**config.mk**
```make
export PLATFORM = sky130hd
export DESIGN_NAME = out_serializer4_frame_config
export DESIGN_NICKNAME = d
export VERILOG_FILES = /design/src/rtl/models_pack.sv /design/src/rtl/out_ser4_shifter.sv /design/src/rtl/out_serializer4_frame_config.sv
export SDC_FILE = /design/constraint.sdc
export NUM_CORES = 1
export LEC_CHECK = 0
export CORE_MARGIN = 2
export CORE_UTILIZATION = 39
export DETAILED_ROUTE_END_ITERATION = 8
export HOLD_SLACK_MARGIN = 0.08
export PLACE_DENSITY = 0.62
export SYNTH_ARGS = -nofsm -noshare
export SYNTH_HDL_FRONTEND = slang
export SYNTH_SLANG_ARGS = --single-unit
```
**constraint.sdc**
```tcl
create_clock -name UserCLK -period 2.4 [get_ports UserCLK]
set_input_delay 0.48 -clock UserCLK [delete_from_list [all_inputs] [get_ports UserCLK]]
set_output_delay 0.48 -clock UserCLK [all_outputs]
set_load 0.005 [all_outputs]
```
**src/rtl/models_pack.sv**
```systemverilog
// Shared definitions for the 4-channel output serializer tile.
// Contents: mode encodings, shifter FSM states, ConfigBits field positions
// and a helper that selects the bit driven on O0 for a given bit slot.
package models_pack;

  typedef enum logic [1:0] {
    MODE_COMB    = 2'b00,
    MODE_REG     = 2'b01,
    MODE_SER_LSB = 2'b10,
    MODE_SER_MSB = 2'b11
  } mode_e;

  typedef enum logic {
    ST_IDLE  = 1'b0,
    ST_SHIFT = 1'b1
  } ser_state_e;

  // ConfigBits layout: [1:0] mode, [3:2] DIV (bit hold time minus one).
  // Bit 0 of the mode doubles as the serial order (1 = MSB first) and
  // bit 1 selects the serial modes.
  localparam int CFG_ORDER_BIT  = 0;
  localparam int CFG_SERIAL_BIT = 1;
  localparam int CFG_DIV_LO     = 2;
  localparam int CFG_DIV_HI     = 3;

  // Bit of the word sent in slot idx; MSB-first walks 3,2,1,0 (= ~idx).
  function automatic logic word_bit(input logic [3:0] word,
                                    input logic       msb_first,
                                    input logic [1:0] idx);
    return msb_first ? word[~idx] : word[idx];
  endfunction

endpackage

```
**src/rtl/out_ser4_shifter.sv**
```systemverilog
// 4-bit word serializer with valid/ready handshake.
// Ports:
//   clk_i, rst_ni   clock, asynchronous active-low reset
//   en_i            serial mode selected; low aborts any word in flight
//   msb_first_i     order, latched at accept
//   div_i           each bit held div_i+1 cycles, latched at accept
//   valid_i/ready_o word handshake; data_i = {I3,I2,I1,I0}
//   ser_o           registered {busy, strobe, frame, data}
module out_ser4_shifter
  import models_pack::*;
(
  input  logic       clk_i,
  input  logic       rst_ni,
  input  logic       en_i,
  input  logic       msb_first_i,
  input  logic [1:0] div_i,
  input  logic       valid_i,
  output logic       ready_o,
  input  logic [3:0] data_i,
  output logic [3:0] ser_o
);

  ser_state_e state_q;
  logic [3:0] word_q;
  logic       order_q;
  logic [1:0] divl_q;
  logic [1:0] bit_q;
  logic [1:0] div_q;
  logic [3:0] out_q;
  logic       last_cycle;
  logic       accept;
  logic [1:0] bit_inc;

  assign last_cycle = (state_q == ST_SHIFT) && (bit_q == 2'd3) && (div_q == divl_q);
  // Ready in idle, and in the final cycle of a word so words can abut.
  assign ready_o    = en_i && ((state_q == ST_IDLE) || last_cycle);
  assign accept     = valid_i && ready_o;
  assign bit_inc    = bit_q + 2'd1;
  assign ser_o      = out_q;

  // Outputs are registered alongside the state, so every branch sets the
  // value the pins must show during the cycle that follows the edge.
  always_ff @(posedge clk_i or negedge rst_ni) begin
    if (!rst_ni) begin
      state_q <= ST_IDLE;
      word_q  <= 4'b0;
      order_q <= 1'b0;
      divl_q  <= 2'b0;
      bit_q   <= 2'b0;
      div_q   <= 2'b0;
      out_q   <= 4'b0;
    end else if (!en_i) begin
      state_q <= ST_IDLE;
      bit_q   <= 2'b0;
      div_q   <= 2'b0;
      out_q   <= 4'b0;
    end else if (accept) begin
      state_q <= ST_SHIFT;
      word_q  <= data_i;
      order_q <= msb_first_i;
      divl_q  <= div_i;
      bit_q   <= 2'b0;
      div_q   <= 2'b0;
      out_q   <= {3'b111, word_bit(data_i, msb_first_i, 2'd0)};
    end else if (state_q == ST_SHIFT) begin
      if (last_cycle) begin
        state_q <= ST_IDLE;
        bit_q   <= 2'b0;
        div_q   <= 2'b0;
        out_q   <= 4'b0;
      end else if (div_q == divl_q) begin
        div_q <= 2'b0;
        bit_q <= bit_inc;
        out_q <= {3'b111, word_bit(word_q, order_q, bit_inc)};
      end else begin
        div_q    <= div_q + 2'd1;
        out_q[2] <= 1'b0;  // strobe only on the first cycle of a bit
      end
    end
  end

endmodule

```
**src/rtl/out_serializer4_frame_config.sv**
```systemverilog
// Fabric-to-pad output tile: 4 fabric signals to 4 pins.
// Ports:
//   UserCLK, UserRSTn  clock, asynchronous active-low reset
//   I0..I3             fabric data; serial word is {I3,I2,I1,I0}
//   I_valid, I_ready   word handshake (serial modes only)
//   O0..O3             pins; serial modes give O0 data, O1 frame,
//                      O2 bit strobe, O3 busy
//   ConfigBits         [1:0] mode, [3:2] DIV
module out_serializer4_frame_config
  import models_pack::*;
#(
  parameter int NoConfigBits = 4
) (
  input  logic                    UserCLK,
  input  logic                    UserRSTn,
  input  logic                    I0,
  input  logic                    I1,
  input  logic                    I2,
  input  logic                    I3,
  input  logic                    I_valid,
  output logic                    I_ready,
  output logic                    O0,
  output logic                    O1,
  output logic                    O2,
  output logic                    O3,
  input  logic [NoConfigBits-1:0] ConfigBits
);

  mode_e      mode;
  logic [3:0] din;
  logic [3:0] pass_q;
  logic [3:0] ser_out;
  logic       ser_ready;
  logic [3:0] dout;

  assign mode = mode_e'(ConfigBits[CFG_SERIAL_BIT:CFG_ORDER_BIT]);
  assign din  = {I3, I2, I1, I0};

  always_ff @(posedge UserCLK or negedge UserRSTn) begin
    if (!UserRSTn) begin
      pass_q <= 4'b0;
    end else begin
      pass_q <= din;
    end
  end

  out_ser4_shifter u_shifter (
    .clk_i       (UserCLK),
    .rst_ni      (UserRSTn),
    .en_i        (ConfigBits[CFG_SERIAL_BIT]),
    .msb_first_i (ConfigBits[CFG_ORDER_BIT]),
    .div_i       (ConfigBits[CFG_DIV_HI:CFG_DIV_LO]),
    .valid_i     (I_valid),
    .ready_o     (ser_ready),
    .data_i      (din),
    .ser_o       (ser_out)
  );

  // Mode 00 bypasses every register, so pins track I even under reset.
  always_comb begin
    dout    = ser_out;
    I_ready = 1'b1;
    case (mode)
      MODE_COMB: dout = din;
      MODE_REG:  dout = pass_q;
      default: begin
        dout    = ser_out;
        I_ready = ser_ready;
      end
    endcase
  end

  assign {O3, O2, O1, O0} = dout;

endmodule
```
placement.png
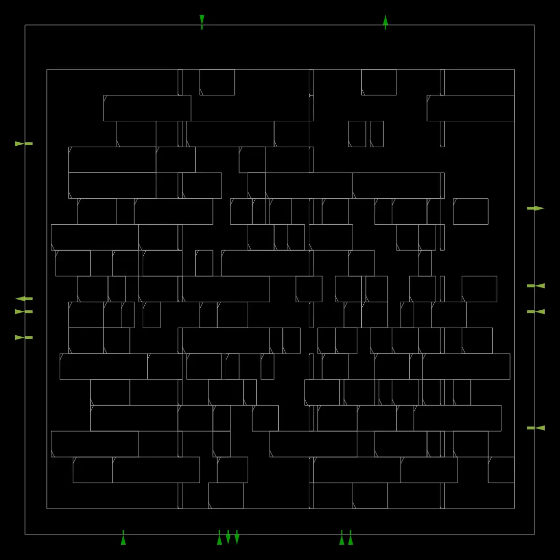
core region area: 2280 um2
registers: 19
filler cell count: 219
sequential portion of the cell area: 0.385

sizes.png
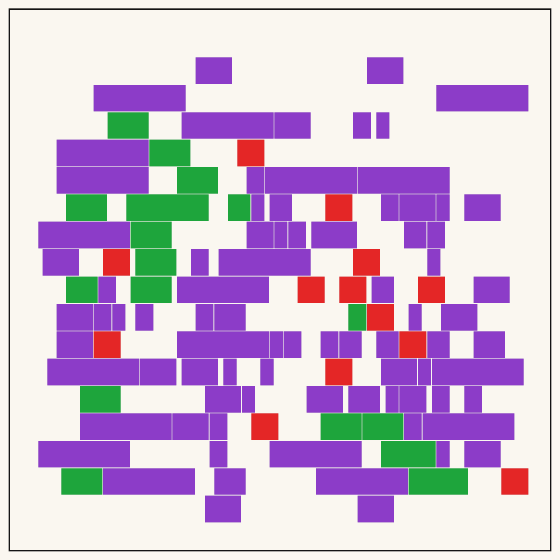
color	size	cells	share
purple	_0 and _1 cells	82	73%
red	_3 and _4 cells	13	12%
green	_2 cells	17	15%
cell area after layout: 1230 um2
nonclk buf count: 25
setup ws final: 80.3 ps

==> notes.md <==
## Place
• **area of placed instances** 1190 um2
• **total instance count after detailed placement** 135
• **I/O Buffers** 15
• **gp weighted congestion** 0.688

## Global routing
• **largest net degree at the start of global routing** 20
• **met1 demand-to-capacity share in global routing** 0.231
• **GRT Total Usage** 0.177
• **global-route track usage on met2** 0.298
• **via count of the first global-routing pass** 772

## Route
• **average vias per placed instance** 5.32
• **Top Layer Used** met3
• **final routed wirelength across all metal layers** 1.97 mm
• **DRT iter0 DRCs** 18
• **Wirelength per Cell** 14.1 um
• **DRC violations left** 0
• **number of routed nets with antenna violations** 0
• **number of iterations in the first detailed-routing pass** 4
• **routed metal-1 wirelength** 932 um

## Clocking
• **number of clock buffers inserted by TritonCTS** 3
• **root buffer selected by CTS** clkbuf_4
• **clock latency reported for the late side of the worst-skew pair** 310 ps
• **hold_buf cts** 0
• **maximum root-to-sink buffer count** 2

## Die
• **x dimension of the die** 53.6 um
• **row cnt** 17
• **total I/O pin count** 16
• **effective utilization at floorplan** 0.422

## Synth
• **number of cells produced by synthesis** 87
• **proportion of synthesized chip area in sequential cells** 0.495
• **main flop type** dfrtp_1
• **count of yosys warnings during synthesis** 0
• **Synthesized registers** 19
• **post-synth design cell area** 961 um2
• **number of standard cells reported by yosys** 87
• **Post-synth EDFFs** 0

## Finish
• **number of diodes added for antenna fixing** 0
• **layout cell share with drive strength beyond 1** 0.268
• **number of cells in the finished layout apart from fillers** 140

## Critical path
• **maximum net fanout on the critical path** 2
• **most repeated library cell on the critical path** clkdlybuf4s50_1
• **worst endpoint required time** 1920 ps
• **worst reg2reg setup slack** 400 ps
• **Setup Crit Path Kind** primary input to output pin
• **slowest CP cell** clkdlybuf4s50_1
• **Reg2Reg Launch Point** u_shifter.bit_q[0]
• **worst path cell trace** clkdlybuf4s50_1 -> nor2b_2 -> a21oi_1 -> o21ai_0 -> clkdlybuf4s50_1
• **delay-heaviest family, CP** buffers and inverters
• **cell depth of the worst flop-to-flop path** 5
• **type of element capturing the critical path** output pin
• **crit path buf inv count** 2

## Status
• **result of the run** complete, no violations

## STA
• **final hold vios** 0
• **Max-slew headroom** 0.690
• **endpoints failing setup** 0
• **upper clock frequency limit** 431 MHz
• **Setup Skew** 5.04 ps
• **post-route minimum period** 2320 ps
• **portion of the clock cycle consumed by the worst path in the final layout** 0.967
• **worst hold-check slack** 489 ps

## Power
• **cell leakage power** 0.535 nW
• **fraction of power consumed by sequential logic** 0.479
• **power density over cell area** 706 nW/um2
• **peak supply drop** 499 uV
• **switching power share of the total** 0.299
• **Clk network pwr share** 0.194

## kinds of logic (layout without fill, tap and decap cells)
| kind of cell | after synthesis | after routing | synth area share |
|---|---|---|---|
| adders and majority gates | 1 | 1 | 0.0130 |
| muxes | 15 | 15 | 0.184 |
| and+or+nand+nor | 23 | 23 | 0.121 |
| buffers and inverters | 6 | 31 | 0.0326 |
| AOI/OAI and AO/OA | 21 | 21 | 0.137 |
| xor gates and xnor gates | 2 | 2 | 0.0182 |
| DFF | 19 | 19 | 0.495 |
## power groups by stage
stage	combinational [mW]	clock [mW]	sequential [mW]
detailed placement	0.283	0	0.422
finish	0.285	0.169	0.417
global placement	0.274	0	0.420
CTS	0.283	0.178	0.415
floorplan	0.188	0	0.406
global route	0.318	0.197	0.427
## cell usage in the layout (no fill, tap or decap), types with 2 or more instances in the layout
| cell | count |
|---|---|
| o21ai_0 | 8 |
| nor2_1 | 3 |
| a21oi_1 | 7 |
| inv_1 | 2 |
| mux2_2 | 11 |
| clkdlybuf4s50_1 | 14 |
| mux2i_1 | 3 |
| dfrtp_1 | 19 |
| buf_4 | 10 |
| nor2b_1 | 2 |
| clkbuf_4 | 3 |
| nand2_1 | 9 |
## synthesized netlist by cell type (2+ instances only)
| cell type | instances | area [um2] |
|---|---|---|
| nor2b_1 | 3 | 18.8 |
| mux2_2 | 11 | 124 |
| dfrtp_1 | 19 | 475 |
| nor2_1 | 3 | 11.3 |
| inv_1 | 2 | 7.51 |
| xnor2_1 | 2 | 17.5 |
| nand2_1 | 9 | 33.8 |
| mux2i_1 | 3 | 30.0 |
| a21oi_1 | 7 | 35.0 |
| o21ai_0 | 8 | 40.0 |
| clkbuf_1 | 2 | 7.51 |
## stage by stage
stage / TNS (ps) / power (mW) / worst slack, ps
after CTS: 0 / 0.876 / 10.4
after floorplan: 0 / 0.595 / 523
after global routing: -17.8 / 0.941 / -14.5
after global placement: -125 / 0.694 / -75.8
after detailed placement: -173 / 0.704 / -75.7
final: 0 / 0.871 / 80.3
## layout make-up
cell class / instances / area, um2
repair buffers: 25 / 224
flip-flops and latches: 19 / 475
clock inverters: 1 / 5.00
clock buffers: 3 / 22.5
inverters: 2 / 7.51
fillers: 219 / 1040
well taps: 28 / 35.0
multi-input cells: 62 / 464
## how the worst max path moves through the flow
stage	endpoint	startpoint	cells after the start	slack (ps)
6_report	O0	I0	5	80
5_1_grt	O0	I0	5	-10
3_3_place_gp	O0	ConfigBits[0]	5	-80
3_5_place_dp	O0	ConfigBits[0]	5	-80
4_1_cts	I_ready	u_shifter.div_q[0]	4	10
2_1_floorplan	u_shifter.ser_o[0]	u_shifter.bit_q[0]	5	520
## registers in the layout, indices dropped and copies added (netlist names)
| name | flops |
|---|---|
| u_shifter.ser_o | 3 |
| u_shifter.div_q | 2 |
| u_shifter.state_q | 1 |
| u_shifter.divl_q | 2 |
| u_shifter.order_q | 1 |
| pass_q | 4 |
| u_shifter.word_q | 4 |
| u_shifter.bit_q | 2 |
## repair_timing
item                       CTS  global route
buffers inserted             0             1
pin swaps                    0             1
setup endpoints to repair    4             2
resized                      1             2
Power and IR drop assume default switching activity.
